Design mfp_ahb_cmd_master, sky130hd; sources not shown.
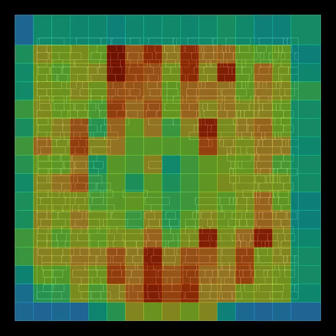
(track usage over the die)
Routed wire per std cell: 17.9 um
M1 GR Usage: 18.5%
Layout Utilization: 69.8%

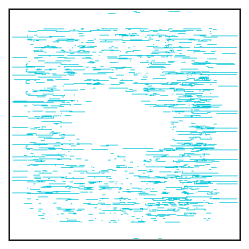
(signal wires on met1)
Scale: 2 px per um.
longest straight run = 32.7 um
wire length on this layer = 4260 um
nets with wire on the layer = 542
share of all routed wire = 36%
main direction = horizontal
WL final: 11900 um
total number of vias: 3104

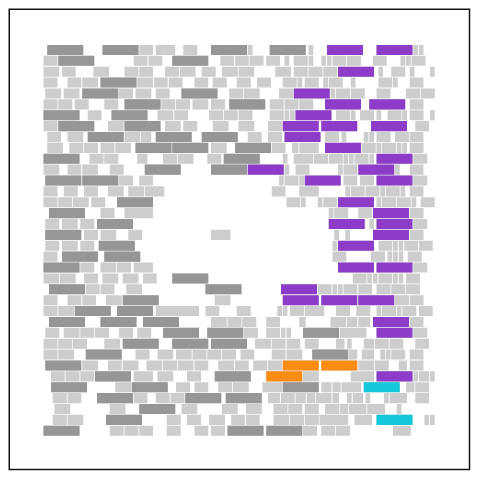
(register map, names as in the netlist)
Scale: 4 px per um. Other sequential cells in the stronger gray, the rest of the logic in the fainter gray.
HSIZE -> orange  # sequential cells 3
rsp_rdata -> purple  # sequential cells 32
state -> cyan  # sequential cells 2
not colored = 66
register cell area after layout: 2580 sq um
sequential cell area share: 38.5%
sequential cell power: 2080 uW

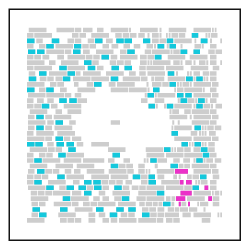
(selected gate families)
Scale: 2 px per um.
mux cells -> cyan  # cells 101, most used mux2_2, where all over the die
nor cells -> magenta  # cells 9, most used nor2b_1, where south-east
most frequent logic cell in the layout: sky130_fd_sc_hd__clkdlybuf4s50_1
post-route insts no fill: 667
logic gate fraction of the total cell area: 22.0%

==> impl_metrics.xml <==
<?xml version="1.0" encoding="UTF-8"?>
<metrics>
  <group name="synth">
    <metric name="yosys-stat-cells" unit="">320</metric>
    <metric name="ys_chip_area" unit="sq um">4290</metric>
    <metric name="netlist_area" unit="sq um">4290</metric>
    <metric name="synth_dominant_cell_count" unit="">sky130_fd_sc_hd__dfrtp_1</metric>
  </group>
  <group name="floorplan">
    <metric name="core_region_area" unit="sq um">9590</metric>
    <metric name="initial_core_util" unit="%">44.7</metric>
  </group>
  <group name="finish">
    <metric name="non_clock_inverter_count" unit="">35</metric>
    <metric name="nNonClkBuffers" unit="">213</metric>
    <metric name="antenna_cells_inserted" unit="">0</metric>
  </group>
  <group name="sta">
    <metric name="max_slew.worst_pin.slew" unit="ps">677</metric>
    <metric name="rsz0062_at_grt" unit="">no</metric>
  </group>
  <group name="power_and_ir_drop">
    <metric name="comb_cell_power" unit="uW">2880</metric>
    <metric name="p_total" unit="uW">5740</metric>
  </group>
  <group name="global_routing">
    <metric name="grt_first_pass_wirelength" unit="um">18700</metric>
    <metric name="antenna_found_initial" unit="">0</metric>
    <metric name="grt_max_degree" unit="">69</metric>
  </group>
  <group name="placement">
    <metric name="preCtsSetupSlack" unit="ps">906</metric>
  </group>
  <group name="setup_path">
    <metric name="timing.critical_path.to_type" unit="">output pin</metric>
  </group>
  <group name="run_status">
    <metric name="run_status" unit="">complete, no violations</metric>
  </group>
  <group name="cts">
    <metric name="numCtsBuffers" unit="">9</metric>
  </group>
</metrics>
-- stage by stage --
| step | cells | utilization [%] | area, sq um |
|---|---|---|---|
| 4_1_cts | 667 | 69.8 | 6690 |
| 6_report | 667 | 69.8 | 6690 |
| 2_1_floorplan | 305 | - | 4170 |
| 3_3_place_gp | 651 | 67.7 | 6490 |
| 5_1_grt | 667 | 69.8 | 6690 |
| 3_5_place_dp | 651 | 67.7 | 6490 |
-- worst max-delay path, delay by kind of cell (launching register included) --
| kind | cells | cell delay (ps) |
|---|---|---|
| DFF | 1 | 440 |
| adders and majority gates | 1 | 270 |
| buffers and inverters | 2 | 690 |
-- routing by layer --
layer	up-vias	track usage, %	share of wire [%]
met3	22	8.91	12
met1	1496	18.5	36
met4	0	9.28	2.7
li1	1444	-	-
met5	-	0	0
met2	142	31.4	50
Power and IR drop assume default switching activity.
